## src/rtl/mem_arbiter_if.sv

```systemverilog
// Bus bundle between the memory arbiter and its icache, lsb and RAM sides.
// slave: arbiter view; master: surrounding system (requesters, RAM, control).
interface mem_arbiter_if #(
  parameter int ADDR_W = 32
);
  // Global control
  logic              rdy;
  logic              flush;
  logic              io_buffer_full;
  // Icache fetch port
  logic              ic_req;
  logic [ADDR_W-1:0] ic_addr;
  logic              ic_done;
  logic [31:0]       ic_data;
  // Load/store buffer port
  logic              lsb_req;
  logic              lsb_wr;
  logic [1:0]        lsb_len;
  logic [ADDR_W-1:0] lsb_addr;
  logic [31:0]       lsb_wdata;
  logic              lsb_done;
  logic [31:0]       lsb_rdata;
  // Byte-wide RAM/IO port
  logic [7:0]        mem_din;
  logic [7:0]        mem_dout;
  logic [ADDR_W-1:0] mem_a;
  logic              mem_wr;

  modport slave (
    input  rdy, flush, io_buffer_full,
    input  ic_req, ic_addr,
    output ic_done, ic_data,
    input  lsb_req, lsb_wr, lsb_len,
    input  lsb_addr, lsb_wdata,
    output lsb_done, lsb_rdata,
    input  mem_din,
    output mem_dout, mem_a, mem_wr
  );

  modport master (
    output rdy, flush, io_buffer_full,
    output ic_req, ic_addr,
    input  ic_done, ic_data,
    output lsb_req, lsb_wr, lsb_len,
    output lsb_addr, lsb_wdata,
    input  lsb_done, lsb_rdata,
    output mem_din,
    input  mem_dout, mem_a, mem_wr
  );
endinterface

```

## src/rtl/mem_arbiter.sv

```systemverilog
// Byte-serial arbiter for the shared RAM/IO port (icache refill + lsb).
// Ports: clk, rst (async high), bus (mem_arbiter_if.slave: ctl/ic/lsb/mem).
module mem_arbiter #(
  parameter int         ADDR_W = 32,
  parameter logic [1:0] IO_HI  = 2'b11
) (
  input  logic          clk,
  input  logic          rst,
  mem_arbiter_if.slave  bus
);

  typedef enum logic [1:0] {
    IDLE,
    READ,
    WRITE
  } state_e;

  state_e            state_q, state_d;
  logic [2:0]        cnt_q, cnt_d;
  logic [2:0]        n_q, n_d;
  logic [ADDR_W-1:0] base_q, base_d;
  logic [31:0]       wdata_q, wdata_d;
  logic [31:0]       data_q, data_d;
  logic              own_ic_q, own_ic_d;
  logic              last_lsb_q, last_lsb_d;
  logic              ic_done_q, ic_done_d;
  logic              lsb_done_q, lsb_done_d;

  logic       ic_el;
  logic       lsb_el;
  logic       io_stall;
  logic       pick_ic;
  logic [1:0] bidx;
  logic       addr_on;

  // An IO store cannot start while the IO buffer is full.
  assign io_stall = bus.lsb_wr
                  & (bus.lsb_addr[17:16] == IO_HI)
                  & bus.io_buffer_full;
  assign ic_el  = bus.ic_req;
  assign lsb_el = bus.lsb_req & ~io_stall;

  always_comb begin
    state_d    = state_q;
    cnt_d      = cnt_q;
    n_d        = n_q;
    base_d     = base_q;
    wdata_d    = wdata_q;
    data_d     = data_q;
    own_ic_d   = own_ic_q;
    last_lsb_d = last_lsb_q;
    ic_done_d  = 1'b0;
    lsb_done_d = 1'b0;
    pick_ic    = 1'b0;
    // Byte returned this cycle belongs to the address issued last cycle.
    bidx       = cnt_q[1:0] - 2'd1;
    unique case (state_q)
      IDLE: begin
        // Requesters drop req on seeing done, so skip that cycle.
        if (~ic_done_q & ~lsb_done_q & ~bus.flush
            & (ic_el | lsb_el)) begin
          pick_ic    = ic_el & (~lsb_el | last_lsb_q);
          cnt_d      = 3'd0;
          data_d     = 32'h0;
          own_ic_d   = pick_ic;
          last_lsb_d = ~pick_ic;
          if (pick_ic) begin
            base_d  = bus.ic_addr;
            n_d     = 3'd4;
            state_d = READ;
          end else begin
            base_d  = bus.lsb_addr;
            wdata_d = bus.lsb_wdata;
            n_d     = {1'b0, bus.lsb_len} + 3'd1;
            state_d = bus.lsb_wr ? WRITE : READ;
          end
        end
      end
      READ: begin
        if (bus.flush) begin
          state_d = IDLE;
          cnt_d   = 3'd0;
        end else begin
          if (cnt_q != 3'd0) begin
            data_d[{bidx, 3'b000} +: 8] = bus.mem_din;
          end
          cnt_d = cnt_q + 3'd1;
          if (cnt_q == n_q) begin
            state_d    = IDLE;
            cnt_d      = 3'd0;
            ic_done_d  = own_ic_q;
            lsb_done_d = ~own_ic_q;
          end
        end
      end
      WRITE: begin
        // Committed stores ignore flush.
        cnt_d = cnt_q + 3'd1;
        if (cnt_q == n_q - 3'd1) begin
          state_d    = IDLE;
          cnt_d      = 3'd0;
          lsb_done_d = 1'b1;
        end
      end
      default: begin
        state_d = IDLE;
      end
    endcase
  end

  always_ff @(posedge clk or posedge rst) begin
    if (rst) begin
      state_q    <= IDLE;
      cnt_q      <= 3'd0;
      n_q        <= 3'd0;
      base_q     <= '0;
      wdata_q    <= 32'h0;
      data_q     <= 32'h0;
      own_ic_q   <= 1'b0;
      last_lsb_q <= 1'b1;
      ic_done_q  <= 1'b0;
      lsb_done_q <= 1'b0;
    end else if (bus.rdy) begin
      state_q    <= state_d;
      cnt_q      <= cnt_d;
      n_q        <= n_d;
      base_q     <= base_d;
      wdata_q    <= wdata_d;
      data_q     <= data_d;
      own_ic_q   <= own_ic_d;
      last_lsb_q <= last_lsb_d;
      ic_done_q  <= ic_done_d;
      lsb_done_q <= lsb_done_d;
    end
  end

  // READ spends one extra cycle (cnt == n) collecting the last byte.
  assign addr_on = (state_q == WRITE)
                 | ((state_q == READ) & (cnt_q < n_q));

  assign bus.mem_a    = addr_on ? base_q + ADDR_W'(cnt_q) : '0;
  assign bus.mem_dout = (state_q == WRITE)
                      ? wdata_q[{cnt_q[1:0], 3'b000} +: 8]
                      : 8'h00;
  assign bus.mem_wr   = (state_q == WRITE) & bus.rdy;

  assign bus.ic_done   = ic_done_q & bus.rdy;
  assign bus.lsb_done  = lsb_done_q & bus.rdy;
  assign bus.ic_data   = data_q;
  assign bus.lsb_rdata = data_q;

endmodule
```

## src/flat_wrapper.sv

```systemverilog
// flat-port wrapper written by rule: the top's interface ports become plain ports
module mem_arbiter_flat 
#(
  parameter int         ADDR_W = 32,
  parameter logic [1:0] IO_HI  = 2'b11
)
  (clk, rst, bus_rdy, bus_flush, bus_io_buffer_full, bus_ic_req, bus_ic_addr, bus_ic_done, bus_ic_data, bus_lsb_req, bus_lsb_wr, bus_lsb_len, bus_lsb_addr, bus_lsb_wdata, bus_lsb_done, bus_lsb_rdata, bus_mem_din, bus_mem_dout, bus_mem_a, bus_mem_wr);
  mem_arbiter_if #(.ADDR_W(ADDR_W)) bus_i ();
  input  logic clk;
  input  logic rst;
  input wire logic [$bits(bus_i.rdy)-1:0] bus_rdy;
  input wire logic [$bits(bus_i.flush)-1:0] bus_flush;
  input wire logic [$bits(bus_i.io_buffer_full)-1:0] bus_io_buffer_full;
  input wire logic [$bits(bus_i.ic_req)-1:0] bus_ic_req;
  input wire logic [$bits(bus_i.ic_addr)-1:0] bus_ic_addr;
  output wire logic [$bits(bus_i.ic_done)-1:0] bus_ic_done;
  output wire logic [$bits(bus_i.ic_data)-1:0] bus_ic_data;
  input wire logic [$bits(bus_i.lsb_req)-1:0] bus_lsb_req;
  input wire logic [$bits(bus_i.lsb_wr)-1:0] bus_lsb_wr;
  input wire logic [$bits(bus_i.lsb_len)-1:0] bus_lsb_len;
  input wire logic [$bits(bus_i.lsb_addr)-1:0] bus_lsb_addr;
  input wire logic [$bits(bus_i.lsb_wdata)-1:0] bus_lsb_wdata;
  output wire logic [$bits(bus_i.lsb_done)-1:0] bus_lsb_done;
  output wire logic [$bits(bus_i.lsb_rdata)-1:0] bus_lsb_rdata;
  input wire logic [$bits(bus_i.mem_din)-1:0] bus_mem_din;
  output wire logic [$bits(bus_i.mem_dout)-1:0] bus_mem_dout;
  output wire logic [$bits(bus_i.mem_a)-1:0] bus_mem_a;
  output wire logic [$bits(bus_i.mem_wr)-1:0] bus_mem_wr;
  assign bus_i.rdy = bus_rdy;
  assign bus_i.flush = bus_flush;
  assign bus_i.io_buffer_full = bus_io_buffer_full;
  assign bus_i.ic_req = bus_ic_req;
  assign bus_i.ic_addr = bus_ic_addr;
  assign bus_ic_done = bus_i.ic_done;
  assign bus_ic_data = bus_i.ic_data;
  assign bus_i.lsb_req = bus_lsb_req;
  assign bus_i.lsb_wr = bus_lsb_wr;
  assign bus_i.lsb_len = bus_lsb_len;
  assign bus_i.lsb_addr = bus_lsb_addr;
  assign bus_i.lsb_wdata = bus_lsb_wdata;
  assign bus_lsb_done = bus_i.lsb_done;
  assign bus_lsb_rdata = bus_i.lsb_rdata;
  assign bus_i.mem_din = bus_mem_din;
  assign bus_mem_dout = bus_i.mem_dout;
  assign bus_mem_a = bus_i.mem_a;
  assign bus_mem_wr = bus_i.mem_wr;
  mem_arbiter #(.ADDR_W(ADDR_W), .IO_HI(IO_HI)) u_core (.clk(clk), .rst(rst), .bus(bus_i));
endmodule
```

## config.mk

```make
export PLATFORM = sky130hd
export DESIGN_NAME = mem_arbiter_flat
export DESIGN_NICKNAME = d
export VERILOG_FILES = /design/src/rtl/mem_arbiter_if.sv /design/src/rtl/mem_arbiter.sv /design/src/flat_wrapper.sv
export SDC_FILE = /design/constraint.sdc
export NUM_CORES = 1
export LEC_CHECK = 0
export CORE_MARGIN = 5
export CORE_UTILIZATION = 45
export CTS_BUF_LIST = sky130_fd_sc_hd__clkbuf_4
export DETAILED_ROUTE_END_ITERATION = 10
export GPL_TIMING_DRIVEN = 0
export PLACE_DENSITY = 0.81
export SYNTH_ARGS = -nofsm -noshare
export SYNTH_HDL_FRONTEND = slang
export SYNTH_SLANG_ARGS = --single-unit
```

## constraint.sdc

```tcl
create_clock -name clk -period 6.9 [get_ports clk]
set_input_delay 1.035 -clock clk [delete_from_list [all_inputs] [get_ports clk]]
set_output_delay 1.035 -clock clk [all_outputs]
set_load 0.005 [all_outputs]
```

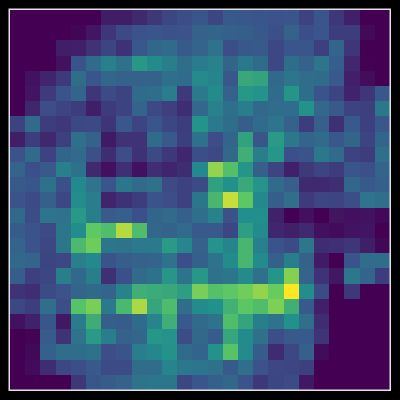
*Routed metal per tile*
Drawn at 3 px/um. The die is cut into 25 by 25 equal tiles; dark purple is low, yellow is high, scaled to the fullest tile. Values are wire area over tile area, all layers added.
densest ninth of the die = bottom center
mean over tiles = 0.18
tiles over half the peak = 11%
nearly empty tiles = 11%
emptiest ninth of the die = upper left
fullest tile = 0.62
via count: 5212
final WL: 17.51 mm
WL/cell: 17.74 um
GRT Util Overall: 21.62%

==> results_slide.txt <==
Synthesis and Place & Route Summary

Yosys
  – Top cell area share: between 40% and 50%
  – Post-synth EDFFs: 0
  – Chip Area, Yosys: 0.006108 mm^2
  – Mapped Cells: between 500 and 600
  – Top cells by count, synth: dfrtp_1 (107), nand2_1 (53), o21ai_0 (44)
  – Async S/R FF share, synth: 100.0%

Setup path
  – Critical path cell sequence: ha_1, fa_1, a21oi_1, nor4_2, nand3_1, xor2_1, nor2_1, clkdlybuf4s50_1
  – CP Launch Type: flop
  – Slowest CP cell: nor4_2
  – Critical Path RT: between 5 and 6 ns

Final layout
  – Final cell count without fillers: 987
  – Most instantiated logic cells after routing: clkdlybuf4s50_1 (220), dfrtp_1 (107), nand2_1 (53), o21ai_0 (44), buf_4 (35)

STA
  – WHS: 0.5197 ns
  – RSZ-0062 raised after global routing: false
  – Worst rel slew slack: about 34%

Global route
  – M3 GR Usage: 3.993%
  – Met1 Resource Use GR: roughly a quarter
  – Gr ovfl total: 0

Run status
  – Outcome: completed

Routing
  – DR pass1 iterations: 5
  – Vias/cell: between 5 and 6

Placed design
  – Dpl ws: approximately 2.7 ns
  – Final Wtd Congestion: a little under 0.9

Power
  – Psw: 924.7 uW
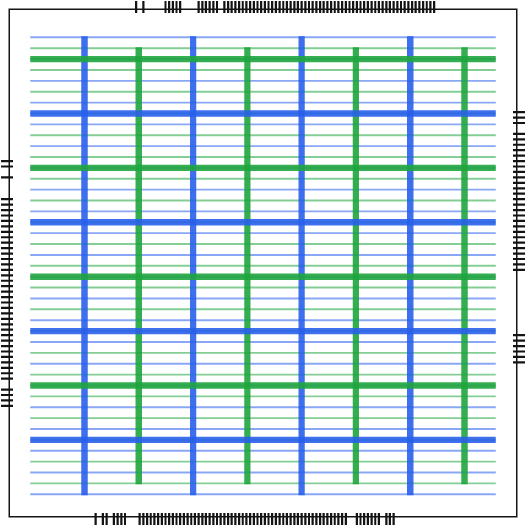
*Power grid*
Drawn at 4 px/um. Pins as bars on the die edge.
VDD -> green
VSS -> blue
signal pins = 221
met4 straps = 8
rows = 42
met5 straps = 8
met1 rails = 43
Core Footprint: 0.01330 mm^2
VDD IR-drop max: 162.3 uV

==> worst max-delay path, delay by kind of cell, from the launching register on <==
kind / cells / cell delay, ns
flops: 1 / 0.67
simple gates: 3 / 1.23
buf+inv: 1 / 0.52
xor+xnor: 1 / 0.21
compound gates: 1 / 0.15
fa+ha+maj: 2 / 0.50
==> layout make-up <==
type                            count  area (um^2)  area share [%]
Inverter                           19        73.82          0.8500
Clock inverter                      6        46.29          0.5331
Sequential cell                   108         2704           31.13
Buffer                             55        354.1           4.077
Tap cell                          176        220.2           2.536
Multi-Input combinational cell    391         2979           34.30
Timing Repair Buffer              221         2230           25.67
Clock buffer                       10        75.07          0.8644
Antenna cell                        1        2.502         0.02881
No activity file was given, so power comes from the tool's default toggle rates.
